$ cat config.mk
export PLATFORM = sky130hd
export DESIGN_NAME = vga_frame_reader
export DESIGN_NICKNAME = d
export VERILOG_FILES = /design/src/rtl/vga_frame_reader.sv
export SDC_FILE = /design/constraint.sdc
export NUM_CORES = 1
export LEC_CHECK = 0
export CORE_MARGIN = 8
export CORE_UTILIZATION = 30
export CTS_BUF_LIST = sky130_fd_sc_hd__clkbuf_4 sky130_fd_sc_hd__clkbuf_8
export CTS_CLUSTER_DIAMETER = 30
export DETAILED_ROUTE_END_ITERATION = 10
export REMOVE_ABC_BUFFERS = 1
export SYNTH_ARGS = -nofsm -noshare
export SYNTH_HDL_FRONTEND = slang
export SYNTH_SLANG_ARGS = --single-unit
$ cat constraint.sdc
create_clock -name clk -period 1.9 [get_ports clk]
set_clock_uncertainty 0.2 [all_clocks]
set_input_delay 0.19 -clock clk [delete_from_list [all_inputs] [get_ports clk]]
set_output_delay 0.19 -clock clk [all_outputs]
set_load 0.01 [all_outputs]
$ cat src/rtl/vga_frame_reader.sv
// vga_frame_reader
// Frame-buffer read controller feeding the VGA driver. Each `ready` strobe
// issues one synchronous-read address into the displayed bank, so the source
// image is replicated SCALE times horizontally and vertically. Bank swaps
// requested by the writer take effect only on the vsync falling edge.
// Latency ready -> pixel is two cycles: address register, then RAM read.

module vga_frame_reader #(
  parameter int IMG_W = 320,
  parameter int IMG_H = 240,
  parameter int SCALE = 2,
  parameter int OFS_W = 17
) (
  input  logic             clk,
  input  logic             rst,
  input  logic             ready,
  input  logic             vsync,
  output logic [OFS_W:0]   rd_addr,
  output logic             rd_en,
  input  logic [11:0]      rd_data,
  output logic [11:0]      pixel,
  input  logic             swap_req,
  output logic             swap_ack,
  output logic             disp_bank,
  output logic             frame_done,
  output logic             sync_err
);

  localparam int XS_W = (SCALE > 1) ? $clog2(SCALE) : 1;
  localparam int X_W  = (IMG_W > 1) ? $clog2(IMG_W) : 1;
  localparam int Y_W  = (IMG_H > 1) ? $clog2(IMG_H) : 1;

  localparam logic [XS_W-1:0]  XS_LAST   = XS_W'(SCALE - 1);
  localparam logic [X_W-1:0]   X_LAST    = X_W'(IMG_W - 1);
  localparam logic [Y_W-1:0]   Y_LAST    = Y_W'(IMG_H - 1);
  localparam logic [OFS_W-1:0] LINE_STEP = OFS_W'(IMG_W);

  // position state: replication counters and source coordinates
  logic [XS_W-1:0]  xs_r, xs_nxt_s;
  logic [X_W-1:0]   x_r, x_nxt_s;
  logic [XS_W-1:0]  ys_r, ys_nxt_s;
  logic [Y_W-1:0]   y_r, y_nxt_s;
  logic [OFS_W-1:0] line_base_r, line_base_nxt_s;
  logic             frame_end_s;

  logic             vsync_q_r;
  logic             valid_q_r;
  logic             vsync_fall_s;
  logic             frame_busy_s;
  logic [OFS_W-1:0] offset_s;

  // line_base tracks y*IMG_W incrementally, so the offset is a single add
  assign offset_s     = line_base_r + OFS_W'(x_r);
  assign vsync_fall_s = vsync_q_r & ~vsync;
  assign frame_busy_s = (|xs_r) | (|x_r) | (|ys_r) | (|y_r) | (|line_base_r);

  // next position: vsync resync wins over ready; nested wraps walk the frame
  always_comb begin
    xs_nxt_s        = xs_r;
    x_nxt_s         = x_r;
    ys_nxt_s        = ys_r;
    y_nxt_s         = y_r;
    line_base_nxt_s = line_base_r;
    frame_end_s     = 1'b0;
    if (!vsync) begin
      xs_nxt_s        = {XS_W{1'b0}};
      x_nxt_s         = {X_W{1'b0}};
      ys_nxt_s        = {XS_W{1'b0}};
      y_nxt_s         = {Y_W{1'b0}};
      line_base_nxt_s = {OFS_W{1'b0}};
    end else if (ready) begin
      if (xs_r == XS_LAST) begin
        xs_nxt_s = {XS_W{1'b0}};
        if (x_r == X_LAST) begin
          x_nxt_s = {X_W{1'b0}};
          if (ys_r == YS_LAST_F(1'b0)) begin
            ys_nxt_s = {XS_W{1'b0}};
            if (y_r == Y_LAST) begin
              y_nxt_s         = {Y_W{1'b0}};
              line_base_nxt_s = {OFS_W{1'b0}};
              frame_end_s     = 1'b1;
            end else begin
              y_nxt_s         = y_r + Y_W'(1);
              line_base_nxt_s = line_base_r + LINE_STEP;
            end
          end else begin
            ys_nxt_s = ys_r + XS_W'(1);
          end
        end else begin
          x_nxt_s = x_r + X_W'(1);
        end
      end else begin
        xs_nxt_s = xs_r + XS_W'(1);
      end
    end else begin
      xs_nxt_s = xs_r;
    end
  end

  // vertical replication shares the horizontal factor
  function automatic logic [XS_W-1:0] YS_LAST_F(input logic unused);
    return XS_LAST | {XS_W{unused}};
  endfunction

  // position registers
  always_ff @(posedge clk) begin
    if (rst) begin
      xs_r        <= {XS_W{1'b0}};
      x_r         <= {X_W{1'b0}};
      ys_r        <= {XS_W{1'b0}};
      y_r         <= {Y_W{1'b0}};
      line_base_r <= {OFS_W{1'b0}};
    end else begin
      xs_r        <= xs_nxt_s;
      x_r         <= x_nxt_s;
      ys_r        <= ys_nxt_s;
      y_r         <= y_nxt_s;
      line_base_r <= line_base_nxt_s;
    end
  end

  // read request: one address per ready cycle, address held while idle
  always_ff @(posedge clk) begin
    if (rst) begin
      rd_en     <= 1'b0;
      rd_addr   <= {(OFS_W + 1){1'b0}};
      valid_q_r <= 1'b0;
    end else begin
      valid_q_r <= rd_en;
      if (ready) begin
        rd_en   <= 1'b1;
        rd_addr <= {disp_bank, offset_s};
      end else begin
        rd_en   <= 1'b0;
      end
    end
  end

  // frame control: bank swap, sync error and end-of-frame strobe
  always_ff @(posedge clk) begin
    if (rst) begin
      vsync_q_r  <= 1'b1;
      disp_bank  <= 1'b0;
      swap_ack   <= 1'b0;
      sync_err   <= 1'b0;
      frame_done <= 1'b0;
    end else begin
      vsync_q_r  <= vsync;
      frame_done <= frame_end_s;
      swap_ack   <= vsync_fall_s & swap_req;
      if (vsync_fall_s && swap_req) begin
        disp_bank <= ~disp_bank;
      end
      if (vsync_fall_s && frame_busy_s) begin
        sync_err <= 1'b1;
      end
    end
  end

  // blank the pixel whenever no read was issued two cycles earlier
  assign pixel = valid_q_r ? rd_data : 12'h000;

endmodule

==> Changelog: implementation, run 1 <==
### Changed

* Setup crit end: line_base_r[13]
* Regs by FF count: rd_addr (18), line_base_r (11), x_r (9)
* Hold endpoint: swap_ack
* Plain + repair buffers at 94
* Largest register FFs at 18
* DRT Pass-1 Iters at 4
* Port Buf Inserts at a little over 50
* CTS Hold Bufs at 0
* Simple logic cell fraction of the synthesized area at 0.264
* Most flops, register: rd_addr
* Seq cells at about 55
* NetSw at 502 uW
* Post-layout period usage of the worst path at 1.06
* Root Driver: clkbuf_8
* DRC violations left at 0
* Final Instance Area at 3900 um2
* Wire per inst at approximately 15 um
* Peak VDD IR at between 300 and 400 uV
* Internal power at 1670 uW
* Clock transition at path regs at about 0.11 ns
* Initial DRC Count at 172
* Count leader, synth: dfxtp_1
* Antenna diodes at 0
* Top delay family on crit path: simple AND/OR/NAND/NOR gates
* Die H at 110 um
* Delay of the slowest cell on the worst path at around 0.49 ns
* Yosys warning tally at 0
* Top-area cell share at 0.411
* Unrepaired setup endpoints after global routing: true
* Worst hold path type: input port to register
* Critical path's slowest cell: or4_4
* Mux area share at 0.0374
* Largest net degree at the start of global routing at 28
* Crit path cell chain: ha_4 > nand4bb_4 > or3_4 > or4_4 > a21oi_2
* First-pass GRT wire length at between 10 and 15 mm
* Top Layout Cells: clkdlybuf4s50_1, dfxtp_1, buf_4
* Drt total wl at roughly 7.5 mm
* Clk_buf instances at 5
* Fmax at about 500 MHz
* Stages on worst setup path at 5
* Die area at about 12000 um2
* Non-clock buffer share at 0.218
* Non-Filler Instances at between 500 and 600
* CTS max path bufs at 2
* Comb area share at 0.422
* CP Launch Type: register
* Worst Slack Setup Final at -0.111 ns
* Commonest Layout Cell: clkdlybuf4s50_1
* Post-synth EDFFs at 0
* Avg Cell Area, Syn at 8.69 um2
* Area Growth Syn to Fin at 45.8%
* Post-Syn Instances at 308
* Critical Path AT at between 2 and 2.5 ns
* Clock sink total at approximately 55
* Slew HR at 0.730
* R2R Path Start: x_r[1]
* Vias in the first global route at approximately 2400
* Share of cells above drive strength 1 at 0.233
* Detail Route Antenna Nets at 0
* Status: complete, but fails checks
* Resize count post-CTS at 23
* Yosys stat area at roughly 2700 um2
* Num CTS Buffers at 5
* DP Wirelength at approximately 5.2 mm
* R2R Setup Slk at -0.11 ns
* Clk tree area frac at 0.0298
* Violated checks: setup timing
* CP endpoint kind: register
* Worst-case reg-to-reg path depth at 5
* Final GP Congestion at 0.789
* Synth cell count leaders: dfxtp_1, nor2_1, a21oi_1, nand2_1, clkbuf_1
* Comb area leader: simple AND/OR/NAND/NOR gates
* Adder share at 0.0421
* Seq pwr at 1180 uW
* Initial antenna violation count at 0
* Leading cell kind: logic gates
* Die width at between 100 and 150 um
* CP bufs+invs at 0
* Actual slew at the worst max-slew pin at between 0.4 and 0.5 ns
* Worst hold path stage count at 3
* Compound-Gate Fraction of Synth Area at 0.148
* Max Transition Viols Final at 0
* Max layer used: met4
* GRT overflow at 0
* Ys cells at ~300
* Tot Pwr at around 2200 uW
* Largest cells by area: dfxtp_1, ha_1, nor2_1
* # setup viols final at 17
* Final Hold Vio Count at 0
* Combinational power at between 150 and 200 uW
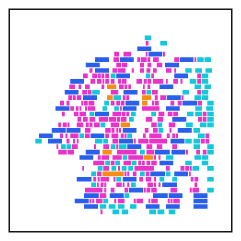
Run 1: placement by cell class
Drawn at 2 px/um.
- blue: flip-flops (cells 55; share of their area 29%)
- magenta: all other logic (cells 238; share of their area 45%)
- orange: clock drivers and dummy loads (cells 8; share of their area 3.1%)
- cyan: other buffers and delay cells (cells 94; share of their area 23%)
final core occ: 0.450
row cnt: 34
core area: 8680 um2
flop share of the area: 0.284

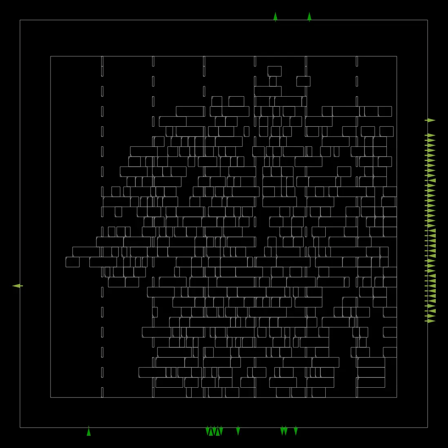
Run 1: placement view
Filler Cell Count: 848
# Taps: 108

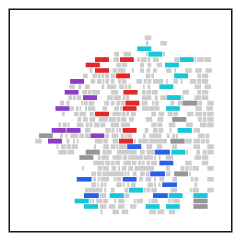
Run 1: sequential cells grouped by signal name
Drawn at 2 px/um.
- red: `line_base_r` (flops 11)
- purple: `y_r` (flops 8; where west)
- cyan: `rd_addr` (flops 18)
- blue: `x_r` (flops 9)

==> run 2, diff against run 1 <==
Settings changed: GPL_TIMING_DRIVEN from default to 0.
==> run 2 against run 1 <==
  * The run still ends with setup timing left
  * First-iteration DRC count decreased by 30%
  * Sequential cell count unchanged
  * Sequential power about the same
  * Synthesized cell count unchanged
  * Hold slack got worse by 0.10 ns
  * Critical path depth increased by 1
  * Die size unchanged
  * Total power increased by 4.3%
  * Via count decreased by 3.2%
  * Critical endpoint is now line_base_r[11]
  * Final cell count decreased by 4.2%
  * Critical path type unchanged
  * Setup slack improved by 0.016 ns
  * Synthesized area unchanged
==> Changelog: implementation, run 2 <==
### Changed

* Row cnt at 34 (unchanged)
* Clock transition at path regs at 0.10 ns (about the same)
* Drt total wl at 7.10 mm (-5.2%)
* Yosys stat area at 2680 um2 (unchanged)
* Clk_buf instances at 5 (unchanged)
* Die width at 110 um (unchanged)
* Hold endpoint: rd_addr[7]
* Plain + repair buffers at 73 (-22%)
* Initial antenna violation count at 0 (unchanged)
* Worst Slack Setup Final at -0.0950 ns (+0.0157 ns)
* Post-Syn Instances at 308 (unchanged)
* Ys cells at 308 (unchanged)
* Max layer used: met4
* R2R Path Start: x_r[0]
* Status: complete, but fails checks
* Filler Cell Count at 848 (unchanged)
* Worst-case reg-to-reg path depth at 6 (+1)
* Mux area share at 0.0374 (unchanged)
* Internal power at 1770 uW (+6.5%)
* Stages on worst setup path at 6 (+1)
* Critical Path AT at 2.05 ns (-0.02 ns)
* CP endpoint kind: register
* # setup viols final at 17 (unchanged)
* Combinational power at 163 uW (-7%)
* Worst hold path stage count at 3 (unchanged)
* Top Layout Cells: clkdlybuf4s50_1, dfxtp_1, nor2_1
* Core area at 8680 um2 (unchanged)
* Peak VDD IR at 369 uV (+11%)
* CP bufs+invs at 1 (+1)
* Post-synth EDFFs at 0 (unchanged)
* GRT overflow at 0 (unchanged)
* DRC violations left at 0 (unchanged)
* Root Driver: clkbuf_8
* Initial DRC Count at 120 (-30%)
* First-pass GRT wire length at 12.0 mm (-3.6%)
* NetSw at 488 uW (-2.8%)
* Detail Route Antenna Nets at 0 (unchanged)
* MI comb cells at ~230
* Delay of the slowest cell on the worst path at 0.45 ns (-0.04 ns)
* Compound-Gate Fraction of Synth Area at 0.148 (unchanged)
* Top-area cell share at 0.411 (unchanged)
* Avg Cell Area, Syn at 8.69 um2 (unchanged)
* DRT Pass-1 Iters at 4 (unchanged)
* Most flops, register: rd_addr
* Final Hold Vio Count at 0 (unchanged)
* Largest cells by area: dfxtp_1, ha_1, nor2_1
* Antenna diodes at 0 (unchanged)
* CTS Hold Bufs at 0 (unchanged)
* Seq cells at 55 (unchanged)
* Leading cell kind: logic gates
* # Taps at 108 (unchanged)
* Non-clock buffer share at 0.185 (-0.0332)
* Violated checks: setup timing
* Non-Filler Instances at 482 (-4.2%)
* Clk tree area frac at 0.0364 (+0.00660)
* Post-layout period usage of the worst path at 1.05 (-0.00825)
* CTS max path bufs at 2 (unchanged)
* Synth cell count leaders: dfxtp_1, nor2_1, a21oi_1, nand2_1, clkbuf_1
* Fmax at 501 MHz (+0.79%)
* Die H at 110 um (unchanged)
* Adder share at 0.0421 (unchanged)
* Port Buf Inserts at 51 (unchanged)
* Commonest Layout Cell: clkdlybuf4s50_1
* Max Transition Viols Final at 0 (unchanged)
* Simple logic cell fraction of the synthesized area at 0.264 (unchanged)
* R2R Setup Slk at -0.1 ns (+0.02 ns)
* Resize count post-CTS at 48 (+110%)
* Worst hold path type: input port to register
* Num CTS Buffers at 5 (unchanged)
* Regs by FF count: rd_addr (18), line_base_r (11), x_r (9)
* Largest net degree at the start of global routing at 32 (+14%)
* Share of cells above drive strength 1 at 0.198 (-0.0351)
* Comb area share at 0.428 (+0.00542)
* Actual slew at the worst max-slew pin at 0.561 ns (+0.160 ns)
* Count leader, synth: dfxtp_1
* CP Launch Type: register
* Die area at 12200 um2 (unchanged)
* Area Growth Syn to Fin at 39.9%
* Largest register FFs at 18 (unchanged)
* Vias in the first global route at 2384 (-2.5%)
* Top delay family on crit path: simple AND/OR/NAND/NOR gates
* Crit path cell chain: ha_4 > nand4bb_4 > or3_4 > buf_4 > or3_1 > a21oi_2
* Yosys warning tally at 0 (unchanged)
* Final min period at between 1.5 and 2 ns
* Slew HR at 0.626 (-0.104)
* Wire per inst at 14.7 um (-1.1%)
* Tot Pwr at 2260 uW (+4.3%)
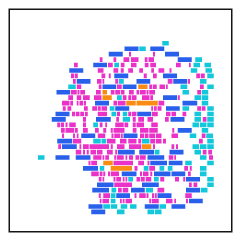
Run 2: placement by cell class
Drawn at 2 px/um.
- orange: clock drivers and dummy loads (cells 8; share of their area 3.8%)
- cyan: other buffers and delay cells (cells 73; share of their area 19%)
- magenta: all other logic (cells 238; share of their area 46%)
- blue: flip-flops (cells 55; share of their area 31%)
final core occ: 0.432
flop share of the area: 0.304
Final Instance Area: 3750 um2

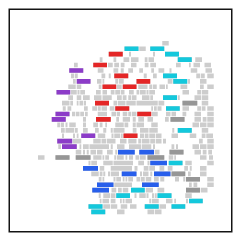
Run 2: sequential cells grouped by signal name
Drawn at 2 px/um.
Sequential cell area: 1140 um2
seq pwr: 1170 uW

No activity file was given, so power comes from the tool's default toggle rates.
